## config.mk

```make
export PLATFORM = sky130hd
export DESIGN_NAME = disp_scan_ctrl
export DESIGN_NICKNAME = d
export VERILOG_FILES = /design/src/rtl/disp_pkg.sv /design/src/rtl/disp_blink_gen.sv /design/src/rtl/disp_scan_ctrl.sv
export SDC_FILE = /design/constraint.sdc
export NUM_CORES = 1
export LEC_CHECK = 0
export CAP_MARGIN = 30
export CORE_MARGIN = 4
export CORE_UTILIZATION = 35
export CTS_CLUSTER_SIZE = 24
export DETAILED_ROUTE_END_ITERATION = 7
export GPL_ROUTABILITY_DRIVEN = 0
export PLACE_DENSITY = 0.64
export SLEW_MARGIN = 0
export SYNTH_ARGS = -nofsm -noshare
export SYNTH_HDL_FRONTEND = slang
export SYNTH_SLANG_ARGS = --single-unit
```

## constraint.sdc

```tcl
create_clock -name clk -period 3.61 [get_ports clk]
set_input_delay 1.083 -clock clk [delete_from_list [all_inputs] [get_ports clk]]
set_output_delay 1.083 -clock clk [all_outputs]
set_load 0.05 [all_outputs]
```

## src/rtl/disp_pkg.sv

```systemverilog
// disp_pkg: shared types, constants and helpers for the display scan controller.
// Contents: state_t (BLANK, SHOW), SEG_OFF blank segment code, onehot() index decoder.
package disp_pkg;

    typedef enum logic {BLANK, SHOW} state_t;

    localparam logic [6:0] SEG_OFF = 7'b0000000;

    // Decodes an index into a 32-bit one-hot word; callers truncate to their width.
    function automatic logic [31:0] onehot(input logic [31:0] i);
        return 32'd1 << i;
    endfunction

endpackage

```

## src/rtl/disp_blink_gen.sv

```systemverilog
// disp_blink_gen: counts scan frames and toggles the blink phase every BLINK_FRAMES frames.
// Ports: clk, rst_n (async active-low), tick (frame-end pulse), phase (1 = blinked digits dark).
module disp_blink_gen #(
    parameter int BLINK_FRAMES = 64
) (
    input  logic clk,
    input  logic rst_n,
    input  logic tick,
    output logic phase
);

    localparam int FW = (BLINK_FRAMES > 1) ? $clog2(BLINK_FRAMES) : 1;

    logic [FW-1:0] frm_q, frm_d;
    logic          phase_q, phase_d;
    logic          wrap;

    always_comb begin
        wrap    = frm_q == FW'(BLINK_FRAMES - 1);
        frm_d   = tick ? (wrap ? '0 : frm_q + 1'b1) : frm_q;
        phase_d = phase_q ^ (tick & wrap);
    end

    always_ff @(posedge clk or negedge rst_n) begin
        if (!rst_n) begin
            frm_q   <= '0;
            phase_q <= 1'b0;
        end else begin
            frm_q   <= frm_d;
            phase_q <= phase_d;
        end
    end

    assign phase = phase_q;

endmodule

```

## src/rtl/disp_scan_ctrl.sv

```systemverilog
// disp_scan_ctrl: time-multiplexed 7-segment scan with per-slot blanking dead-time and optional blink.
// Ports: clk, rst_n (async active-low), seg_in (DIGIT_CNT*7 packed codes), digit_en, blink_mask,
//        seg_out (registered segment bus), dig_sel (registered one-hot select), frame_tick (frame-end pulse).
// Build option: DISP_SCAN_BLINK_EN enables the blink phase generator; otherwise blink_mask is ignored.
module disp_scan_ctrl
    import disp_pkg::*;
#(
    parameter int DIGIT_CNT    = 6,
    parameter int SCAN_DIV     = 50000,
    parameter int BLANK_CYC    = 500,
    parameter int BLINK_FRAMES = 64
) (
    input  logic                   clk,
    input  logic                   rst_n,
    input  logic [DIGIT_CNT*7-1:0] seg_in,
    input  logic [DIGIT_CNT-1:0]   digit_en,
    input  logic [DIGIT_CNT-1:0]   blink_mask,
    output logic [6:0]             seg_out,
    output logic [DIGIT_CNT-1:0]   dig_sel,
    output logic                   frame_tick
);

    localparam int CW = $clog2(SCAN_DIV);
    localparam int IW = $clog2(DIGIT_CNT);

    state_t                 state_q, state_d;
    logic [CW-1:0]          cnt_q, cnt_d;
    logic [IW-1:0]          idx_q, idx_d;
    logic [6:0]             seg_q, seg_d;
    logic [6:0]             seg_out_q, seg_out_d;
    logic [DIGIT_CNT-1:0]   dig_sel_q, dig_sel_d;
    logic                   frame_tick_q, frame_tick_d;
    logic                   slot_end, last_idx, show, phase;
    logic [6:0]             seg_pick;

    assign slot_end     = cnt_q == CW'(SCAN_DIV - 1);
    assign last_idx     = idx_q == IW'(DIGIT_CNT - 1);
    assign frame_tick_d = (state_q == SHOW) && slot_end && last_idx;

`ifdef DISP_SCAN_BLINK_EN
    disp_blink_gen #(.BLINK_FRAMES(BLINK_FRAMES)) u_blink (
        .clk   (clk),
        .rst_n (rst_n),
        .tick  (frame_tick_d),
        .phase (phase)
    );
`else
    assign phase = 1'b0;
`endif

    always_comb begin
        seg_pick = SEG_OFF;
        for (int i = 0; i < DIGIT_CNT; i++)
            if (idx_q == IW'(i)) seg_pick = seg_in[i*7 +: 7];
        cnt_d   = slot_end ? '0 : cnt_q + 1'b1;
        state_d = state_q;
        idx_d   = idx_q;
        seg_d   = seg_q;
        if (state_q == BLANK) begin
            // Segment code is captured once, at the end of the dead-time.
            if (cnt_q == CW'(BLANK_CYC - 1)) begin
                seg_d   = seg_pick;
                state_d = SHOW;
            end
        end else if (slot_end) begin
            state_d = BLANK;
            idx_d   = last_idx ? '0 : idx_q + 1'b1;
        end
        // Enable and blink gating act on the live inputs, so they can darken a digit mid-slot.
        show      = (state_q == SHOW) && digit_en[idx_q] && !(phase && blink_mask[idx_q]);
        seg_out_d = show ? seg_q : SEG_OFF;
        dig_sel_d = show ? DIGIT_CNT'(onehot(32'(idx_q))) : '0;
    end

    always_ff @(posedge clk or negedge rst_n) begin
        if (!rst_n) begin
            state_q      <= BLANK;
            cnt_q        <= '0;
            idx_q        <= '0;
            seg_q        <= SEG_OFF;
            seg_out_q    <= SEG_OFF;
            dig_sel_q    <= '0;
            frame_tick_q <= 1'b0;
        end else begin
            state_q      <= state_d;
            cnt_q        <= cnt_d;
            idx_q        <= idx_d;
            seg_q        <= seg_d;
            seg_out_q    <= seg_out_d;
            dig_sel_q    <= dig_sel_d;
            frame_tick_q <= frame_tick_d;
        end
    end

    assign seg_out    = seg_out_q;
    assign dig_sel    = dig_sel_q;
    assign frame_tick = frame_tick_q;

endmodule

```

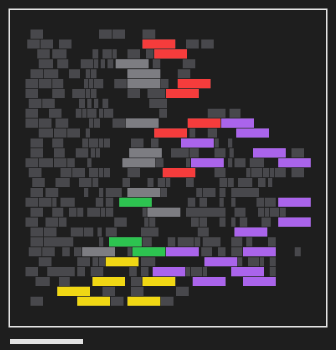
(images/flops_by_reg.png)
Scale bar: 20 um. Other sequential cells in the stronger gray, the rest of the logic in the fainter gray.
| color | netlist name | placed flops |
|---|---|---|
| red | seg_out | 7 |
| green | idx_q | 3 |
| purple | cnt_q | 16 |
| yellow | dig_sel | 6 |
not colored: 9

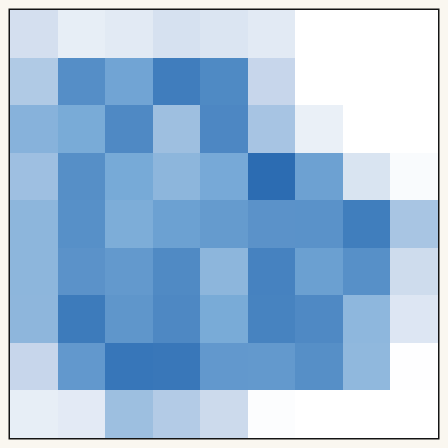
(images/cell_density.png)
9 x 9 tiles, from white (low) to dark blue (high), 0 to 100% covered.
nearly empty tiles: 16%
fullest tile: 76%
tiles over 75% full: 1.2%

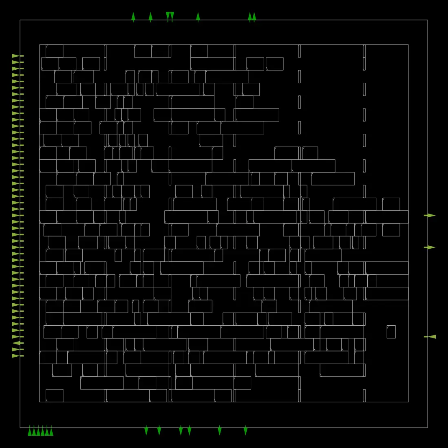
(images/placement.png)
# fillers: 581
Row Count: 28
Core Util, Final: 49.6%

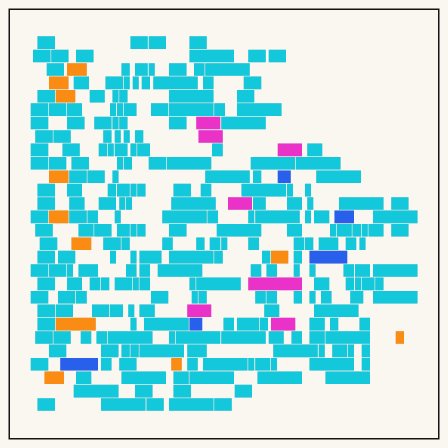
(images/sizes.png)
| color | size | cells |
|---|---|---|
| blue | _3 and _4 cells | 5 |
| orange | _2 cells | 11 |
| cyan | _0 and _1 cells | 254 |
| magenta | _6 and larger | 7 |

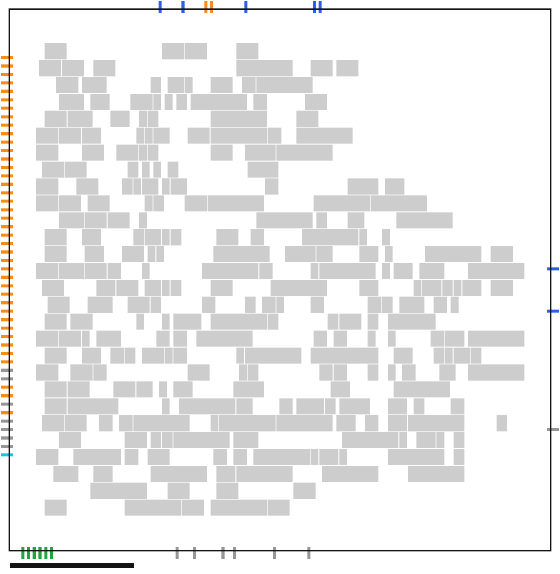
(images/io_placement.png)
Scale bar: 20 um. Pins as bars across the die edge, other pins in gray.
| color | port | pins | direction | edge |
|---|---|---|---|---|
| orange | seg_in | 42 | input | 40 west, 2 north |
| cyan | clk | 1 | input | west |
| green | blink_mask | 6 | input | south |
| blue | seg_out | 7 | output | 5 north, 2 east |

final cells by class:
| class | instances | area, um2 |
|---|---|---|
| clock buffer | 6 | 82.6 |
| clock inverter | 2 | 37.5 |
| fill | 581 | 3020 |
| inverter | 5 | 18.8 |
| multi-input combinational | 159 | 1080 |
| sequential | 41 | 1030 |
| tap | 75 | 93.8 |
| timing repair buffer | 64 | 633 |
metrics by stage:
step           hold slack [ns]  instance area [um2]
3_3_place_gp             0.462                 2850
4_1_cts                  0.486                 2970
5_1_grt                  0.497                 2970
2_1_floorplan            0.454                 2180
6_report                 0.479                 2970
3_5_place_dp             0.465                 2850
cells by family (layout without fill, tap and decap cells):
family | after synthesis | after routing | synth area share (%)
AOI/OAI and AO/OA | 36 | 36 | 12.5
xor gates and xnor gates | 12 | 12 | 4.83
adders and majority gates | 2 | 2 | 1.15
buffers and inverters | 15 | 77 | 3.28
DFF | 41 | 41 | 47.1
muxes | 11 | 11 | 6.09
and+or+nand+nor | 98 | 98 | 25.0
routing by layer:
| layer | vias up | global-route usage, % | part of all wire, % |
|---|---|---|---|
| met5 | - | 0 | 0 |
| met4 | 0 | 3.82 | 1.2 |
| li1 | 902 | - | - |
| met1 | 841 | 18.3 | 45 |
| met2 | 64 | 23.5 | 46 |
| met3 | 5 | 5.20 | 8.6 |
report_power, final:
group          total [mW]  switching (mW)  internal, mW
Clock               0.380           0.156         0.225
Sequential          0.459               0         0.459
Combinational      0.0763          0.0225        0.0538
Total               0.915           0.178         0.737
flip-flops by register name, indices dropped and copies added, names as in the netlist:
name and count:
dig_sel 6, state_q 1, frame_tick 1, idx_q 3, cnt_q 16, seg_out 7, seg_q 7
cell usage in the layout (no fill, tap or decap), types with 3 or more instances in the layout:
cell type	instances
a211oi_1	6
mux2_2	7
nand2_1	16
nor2b_1	4
a32o_1	6
clkbuf_8	6
dfrtp_1	41
nand4_1	3
inv_1	3
xor2_1	7
and2_1	9
a221oi_1	6
o21ai_0	8
nand2b_1	3
a21oi_1	4
xnor2_1	5
nand3_1	7
clkdlybuf4s50_1	62
nor3_1	10
or3_1	4
and3_1	3
nor2_1	23
worst max path at each step:
stage / start / to / depth (start not counted)
floorplan: digit_en[5] / dig_sel[1] / 4
global placement: digit_en[5] / dig_sel[1] / 5
CTS: seg_out[2] / seg_out[2] / 1
detailed placement: digit_en[5] / seg_out[6] / 5
finish: seg_out[5] / seg_out[5] / 1
global route: frame_tick / frame_tick / 1
==> changes_impl.md <==
### Physical design

- Critical path class: reg -> out
- First-pass GRT wire length: 8.69 mm
- I/O pins: 70
- Non-Filler Instances: 352
- ANT nets after route: 0
- Status: complete, no violations
- Clock skew: 0.00594 ns
- Cts hold-fix bufs: 0
- Max stage delay cell, worst path: clkdlybuf4s50_1
- Req. time, crit path: 2.53 ns
- Mapped Area: 0.00218 mm2
- Cell Count Post-Placement: 344
- Initial antenna violation count: 0
- Area leader share: 47.1%
- Leak pwr: 1.23 nW
- Most frequent cell after synthesis: dfrtp_1
- Share of post-route cells with drive strength above 1: 8.30%
- Antenna Cells: 0
- OpenROAD warning count: 32
- Top cell type by total area after synthesis: dfrtp_1
- Fp util: 36.3%
- Unrepaired setup endpoints after global routing: no
- Starting DRT DRC Count: 60
- Post-synth tally of flip-flops with integrated enable: 0
- Insertion Delay late pin: 0.29 ns
- R2r setup slk: 1.41 ns
- Crit path max-delay family: buffers and inverters
- Max rail drop VDD: 0.000142 V
- CTS Buf Count: 5
- Mean post-synth cell area: 10.1 um2
- Post-route DRC: 0
- Largest net degree at the start of global routing: 42
- Vias per cell: 5.15
- DIE HEIGHT: 86.9 um
- Crit Reg-Reg Startpoint: idx_q[0]
- Crit path largest cell delay: 0.80 ns
- Area grow syn2layout: 36.5%
- Asr flop ratio synth: 100%
- Gr ovfl total: 0
- Core area: 0.00599 mm2
- Tcrit/Tclk final: 70.0%
- Hold Path Sink: seg_out[0]
- Die X: 86.9 um
- CP arrival: 1.45 ns
- Worst setup EP type: primary output
- Post-Syn Nets: 273
- CTS Buffer Depth: 2
- Clk root buf: clkbuf_8
- DR pass1 iterations: 4
- GRT Overall Usage: 14.5%
- YS chip area: 0.00218 mm2
- Flops after synth: 41
- CP Buf/Inv Count: 1
- Most frequent cells after synthesis: dfrtp_1 (41), nor2_1 (23), nand2_1 (16), nor3_1 (10), and2_1 (9)
- Crit-path cells: clkdlybuf4s50_1
- Worst-margin pin slew: 0.899 ns
- Nets@finish: 334
- Critical Path Source Type: flop
- Main flop type after synthesis: dfrtp_1
- Sequential element share of the synthesized area: 47.1%
- Pwr Density: 308 mW/mm2
- Final worst slack: 1.08 ns
- Clock sinks: 41
- Total power: 0.915 mW
- Post-Syn Instances: 215
- Hold Fails Final Rpt: 0
- Max-slew violations: 0
- Dpl hpwl: 4.00 mm
- Biggest area cells: dfrtp_1 (47%), nor2_1 (4.0%), mux2_2 (3.6%), xor2_1 (2.8%), a32o_1 (2.8%)
- Drt wl/cell: 14.5 um
- Buffers on Ports: 63
- Max-slew headroom: 40.1%
- Max Cap Viol: 0
- TritonCTS clock tree: built
- # H-tree levels: 2
- Synth warn: 0
- CP Max Fanout: 1
- # Post-CTS Setup Buffers: 0
- Hold Path Origin: seg_q[0]
- Reg2reg end: seg_q[2]
- Setup_tns: 0 ns
- Clock transition at path regs: 0.07 ns
- Final setup vio count: 0
- Number of global-route vias before repair: 1899
- Cells in synth_stat.txt: 215
- Fmax: 395 MHz
No activity file was given, so power comes from the tool's default toggle rates.
